**src/rtl/uart_tx_arbiter.sv**
```systemverilog
// Round-robin arbiter sharing one UART byte transmitter between N requesters,
// with optional burst hold of up to MAX_BURST bytes per grant.
module uart_tx_arbiter #(
  parameter int N         = 4,
  parameter int W         = 8,
  parameter int HOLD      = 1,
  parameter int MAX_BURST = 16
) (
  input  logic           clk,
  input  logic           rst,
  input  logic [N-1:0]   req,
  input  logic [N*W-1:0] data,
  output logic [N-1:0]   ack,
  output logic [N-1:0]   grant,
  output logic           busy,
  output logic           tx_start,
  output logic [W-1:0]   tx_data,
  input  logic           tx_ready
);

  localparam int PW = (N > 1) ? $clog2(N) : 1;
  localparam int CW = $clog2(MAX_BURST + 1);

  typedef enum logic [1:0] {IDLE, SEND, GUARD, WAIT} state_t;

  state_t        state;
  logic [PW-1:0] ptr;
  logic [PW-1:0] owner;
  logic [CW-1:0] burst_cnt;

  logic [PW-1:0] next_after_owner;
  logic [PW-1:0] scan_base;
  logic [PW-1:0] scan_idx;
  logic [PW-1:0] pick_idx;
  logic          pick_valid;
  logic          continue_burst;

  assign next_after_owner = (int'(owner) == N - 1) ? '0 : owner + 1'b1;
  assign continue_burst   = (HOLD != 0) && req[owner] && (burst_cnt < CW'(MAX_BURST));
  assign busy             = |grant;

  // Scanning upward from owner+1 puts the current owner last, so it only wins
  // when nobody else is requesting.
  always_comb begin
    scan_base  = (state == WAIT) ? next_after_owner : ptr;
    pick_valid = 1'b0;
    pick_idx   = '0;
    scan_idx   = '0;
    for (int k = N - 1; k >= 0; k--) begin
      scan_idx = PW'((int'(scan_base) + k) % N);
      if (req[scan_idx]) begin
        pick_valid = 1'b1;
        pick_idx   = scan_idx;
      end
    end
  end

  always_ff @(posedge clk or negedge rst) begin
    if (!rst) begin
      state     <= IDLE;
      ptr       <= '0;
      owner     <= '0;
      burst_cnt <= '0;
      ack       <= '0;
      grant     <= '0;
      tx_start  <= 1'b0;
      tx_data   <= '0;
    end else begin
      tx_start <= 1'b0;
      ack      <= '0;
      case (state)
        IDLE: begin
          grant <= '0;
          if (tx_ready && pick_valid) begin
            owner     <= pick_idx;
            grant     <= N'(1) << pick_idx;
            ack       <= N'(1) << pick_idx;
            tx_start  <= 1'b1;
            tx_data   <= data[pick_idx*W +: W];
            burst_cnt <= CW'(1);
            state     <= SEND;
          end
        end
        SEND:  state <= GUARD;
        // The transmitter may still show ready here, so it is not sampled.
        GUARD: state <= WAIT;
        WAIT: begin
          if (tx_ready) begin
            if (continue_burst) begin
              ack       <= N'(1) << owner;
              tx_start  <= 1'b1;
              tx_data   <= data[owner*W +: W];
              burst_cnt <= burst_cnt + 1'b1;
              state     <= SEND;
            end else begin
              ptr <= next_after_owner;
              if (pick_valid) begin
                owner     <= pick_idx;
                grant     <= N'(1) << pick_idx;
                ack       <= N'(1) << pick_idx;
                tx_start  <= 1'b1;
                tx_data   <= data[pick_idx*W +: W];
                burst_cnt <= CW'(1);
                state     <= SEND;
              end else begin
                grant <= '0;
                state <= IDLE;
              end
            end
          end
        end
        default: state <= IDLE;
      endcase
    end
  end

endmodule
```
**config.mk**
```make
export PLATFORM = sky130hd
export DESIGN_NAME = uart_tx_arbiter
export DESIGN_NICKNAME = d
export VERILOG_FILES = /design/src/rtl/uart_tx_arbiter.sv
export SDC_FILE = /design/constraint.sdc
export NUM_CORES = 1
export LEC_CHECK = 0
export CAP_MARGIN = 10
export CORE_ASPECT_RATIO = 0.5
export CORE_MARGIN = 4
export CORE_UTILIZATION = 40
export CTS_CLUSTER_DIAMETER = 60
export DETAILED_ROUTE_END_ITERATION = 7
export PLACE_DENSITY_LB_ADDON = 0.15
export REMOVE_ABC_BUFFERS = 1
export SETUP_SLACK_MARGIN = 0.4
export SLEW_MARGIN = 20
export SYNTH_ARGS = -nofsm -noshare
export SYNTH_HDL_FRONTEND = slang
export SYNTH_SLANG_ARGS = --single-unit
```
**constraint.sdc**
```tcl
create_clock -name clk -period 9 [get_ports clk]
set_input_delay 2.7 -clock clk [delete_from_list [all_inputs] [get_ports clk]]
set_output_delay 2.7 -clock clk [all_outputs]
set_load 0.02 [all_outputs]
```
### Met1 routing, run 1

(4 px per um) Supply wires on this layer in grey.
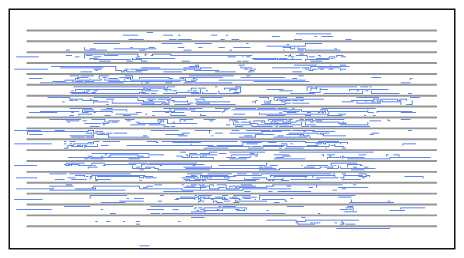
nets with wire on the layer: 289
wire length on this layer: 2950 um
longest straight run: 30.8 um
share of all routed wire: 46%

### Signal wires on met2, run 1

(3 px per um) Cells faint in the background.
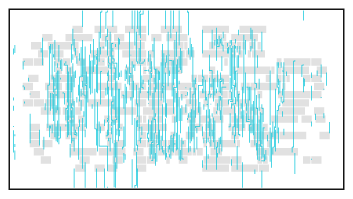
share of all routed wire: 46%
nets with wire on the layer: 270
wire length on this layer: 2900 um
longest straight run: 29.9 um
via count: 2132
met2 global-route usage: 31.4%
DRT Wirelength: 6340 um

### The metal 3 layer, run 1

(4 px per um)
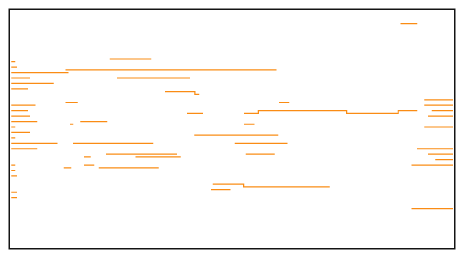
wire length on this layer: 453 um
share of all routed wire: 7.1%
main direction: horizontal
fraction of met3 tracks used by global routing: 3.87%

==> impl_metrics.ini, run 1 <==
; generated from flow reports
[cts]
cts_sinks = 28
hold_buffers = 0
cts_buffers = 3
max-clock-path-buffers = 2
ctsResizeCount = 0
htree_num_levels = 1

[global_route]
grtUsageTotal_pct = 19.2
grt_max_degree = 29
antenna_found_initial = 0
globalRouteMet1Util_pct = 26.9
gr-total-overflow = 0
first_global_vias = 2117
grt_busiest_layer = met2

[setup_path]
critPathMaxStageDelay_ns = 0.78
worst_r2r_startpoint = owner[0]
critPathCapture = tx_data[7]
critical_path.reg2reg.endpoint = tx_data[7]
worst-path-stages = 6
r2r_slack_ns = 5.52
cp_num_buf_inv = 1

[synth]
yosys-top-cells-count = dfrtp_1, nor2_1, nand2_1
ys_dominant_reg_cell = dfrtp_1
synthCells = 231
adder_share_pct = 4.13
synthDominantCellAreaShare_pct = 33.0
postSynth.asyncResetShare_pct = 100
synth-area-yosys_um2 = 2120
synth_area_um2 = 2120
synth_cell_types = 50
count_of_library_flops_with_an_enable_pin = 0
yosys-top-cells-area = dfrtp_1, mux4_2, ha_1
synth_stat.cells = 231

[pwr]
seq_cell_power_uw = 230
total_leakage_power_uw = 0.00109
vdd_drop_max_v = 0.000147
sequentialPowerShare_pct = 24.3
pwr-share-clk_pct = 10.8
internal_power_uw = 507
power_switching_uw = 441
p_clk_uw = 103
power.largest_group = combinational cells

[sta]
max_clock_freq_ghz = 0.200
fin_hold_ws_ns = 0.515
min_period_over_period_pct = 55.6
slew_violations = 0
unrepaired_setup_endpoints_after_global_routing = false
worst_slew_margin_rel_pct = 44.5
setup_viol = 0
layout_setup_ws_ns = 4.00

[cells_and_area]
final-instance-count-excl-fill = 348
buf_share_pct = 20.6
reg_top3 = tx_data x8, burst_cnt x5
clockBufferCount = 3
seq-cell-share_pct = 25.1
final.fill_count = 450
layout-area-overhead-vs-synth_pct = 31.5
final.signal_buffer_count = 58
logic_gates = 176
regMostFlops = tx_data
finalNetCount = 325
layout-drive-gt1-share_pct = 8.99
comb_area_share_pct = 47.0

[routing]
met1_length_um = 2950
dr_iter_0_viols = 231
met2_wirelength_um = 2900
drtAntennaViolNets = 0
top_layer_used_by_detailed_routing = met4
routed_wire_length_per_instance_um = 18.2
avgViaCountPerCell = 6.13

[die]
num_io_pins = 57
die-width_um = 111
design.die.area_um2 = 6610
coreArea_um2 = 5020

[place]
pre_cts_slack_ns = 3.75
place_congestion = 0.880
dp.final_hpwl_um = 4560
placement.io_buffers = 56
detailed_place.area_um2 = 2720

[job]
stage_log_warnings = 29
max_cap_violations = 0

[min_path]
whs_endpoint = grant[1]
hold_path_class = flop to flop

[outcome]
status = finished, final reports clean
==> run 2, diff against run 1 <==
- clock period: 9 -> 4.2 ns (I/O delays scaled with it)
### Cell outlines without signal wires, run 2

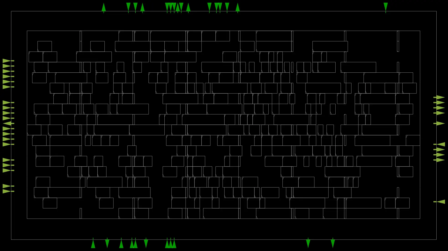
number of cell rows: 18
Tapcells: 70

### I/O pins on the die edge, run 2

(4 px per um) Pins as bars across the die edge, other pins in grey.
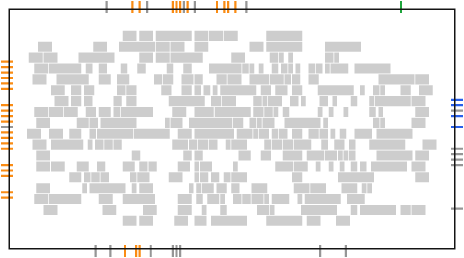
legend:
  `clk`:
    colour: green
    pins: 1
    direction: input
    edge: north
  `grant`:
    colour: blue
    pins: 4
    direction: output
    edge: east
  `data`:
    colour: orange
    pins: 32
    direction: input
    edge: 19 west, 10 north, 3 south

==> impl_metrics.ini, run 2 <==
; generated from flow reports
[outcome]
status = finished, final reports clean

[cells_and_area]
final.fill_count = 461
layout-area-overhead-vs-synth_pct = 33.6
regMostFlops = tx_data
finalNetCount = 331
final-instance-count-excl-fill = 354
clockBufferCount = 3
final.signal_buffer_count = 64
logic_gates = 176
comb_area_share_pct = 46.2
seq-cell-share_pct = 24.7

[global_route]
first_global_vias = 2052
grt_use_met2_pct = 33.4
gr-total-overflow = 0
globalRouteMet1Util_pct = 27.8
grt_busiest_layer = met2
grt_util_met3_pct = 3.67
antenna_found_initial = 0

[setup_path]
critPathCapture = burst_cnt[3]
cp_num_buf_inv = 2
worst-path-stages = 7
critical_path.reg2reg.endpoint = tx_data[6]
critPathMaxStageDelay_ns = 0.80
r2r_slack_ns = 1.15
critical_path.most_common_cell = a21oi_1
worst_r2r_startpoint = state[0]

[sta]
worstMarginPinSlew_ns = 0.763
max_clock_freq_ghz = 0.305
slew_violations = 0
layout_setup_ws_ns = 0.921
setup_viol = 0
fin_hold_ws_ns = 0.505
worst_slew_margin_rel_pct = 48.5
min_period_over_period_pct = 78.1
unrepaired_setup_endpoints_after_global_routing = false

[synth]
postSynth.asyncResetShare_pct = 100
adder_share_pct = 4.13
synth_cell_types = 50
synth_area_um2 = 2120
avgSynthCellArea_um2 = 9.19
yosys-dominant-comb-family = AND-OR/OR-AND gates
ys_dominant_reg_cell = dfrtp_1
yosys-top-cells-area = dfrtp_1, mux4_2, ha_1
count_of_library_flops_with_an_enable_pin = 0
synthCells = 231
synth_stat.cells = 231

[cts]
htree_num_levels = 1
cts_sinks = 28
hold_buffers = 0
max-clock-path-buffers = 2

[pwr]
vdd_drop_max_v = 0.000306
seq_cell_power_uw = 443
power_switching_uw = 954
total_leakage_power_uw = 0.00112
pwr-share-clk_pct = 10.7
sequentialPowerShare_pct = 21.4
power.largest_group = combinational cells

[routing]
met1_length_um = 3060
num_vias = 2120
avgViaCountPerCell = 5.99
met2_wirelength_um = 2850
drt_wl_total_um = 6390
dr_iter_0_viols = 257
routed_wire_length_per_instance_um = 18.1
top_layer_used_by_detailed_routing = met4

[die]
num_io_pins = 57
die-width_um = 111

[place]
place_congestion = 0.904
detailed_place.area_um2 = 2760
placement.io_buffers = 56
pre_cts_slack_ns = 0.648

[job]
max_cap_violations = 0
Power figures rest on the tool's default switching activity, not on a simulated workload.
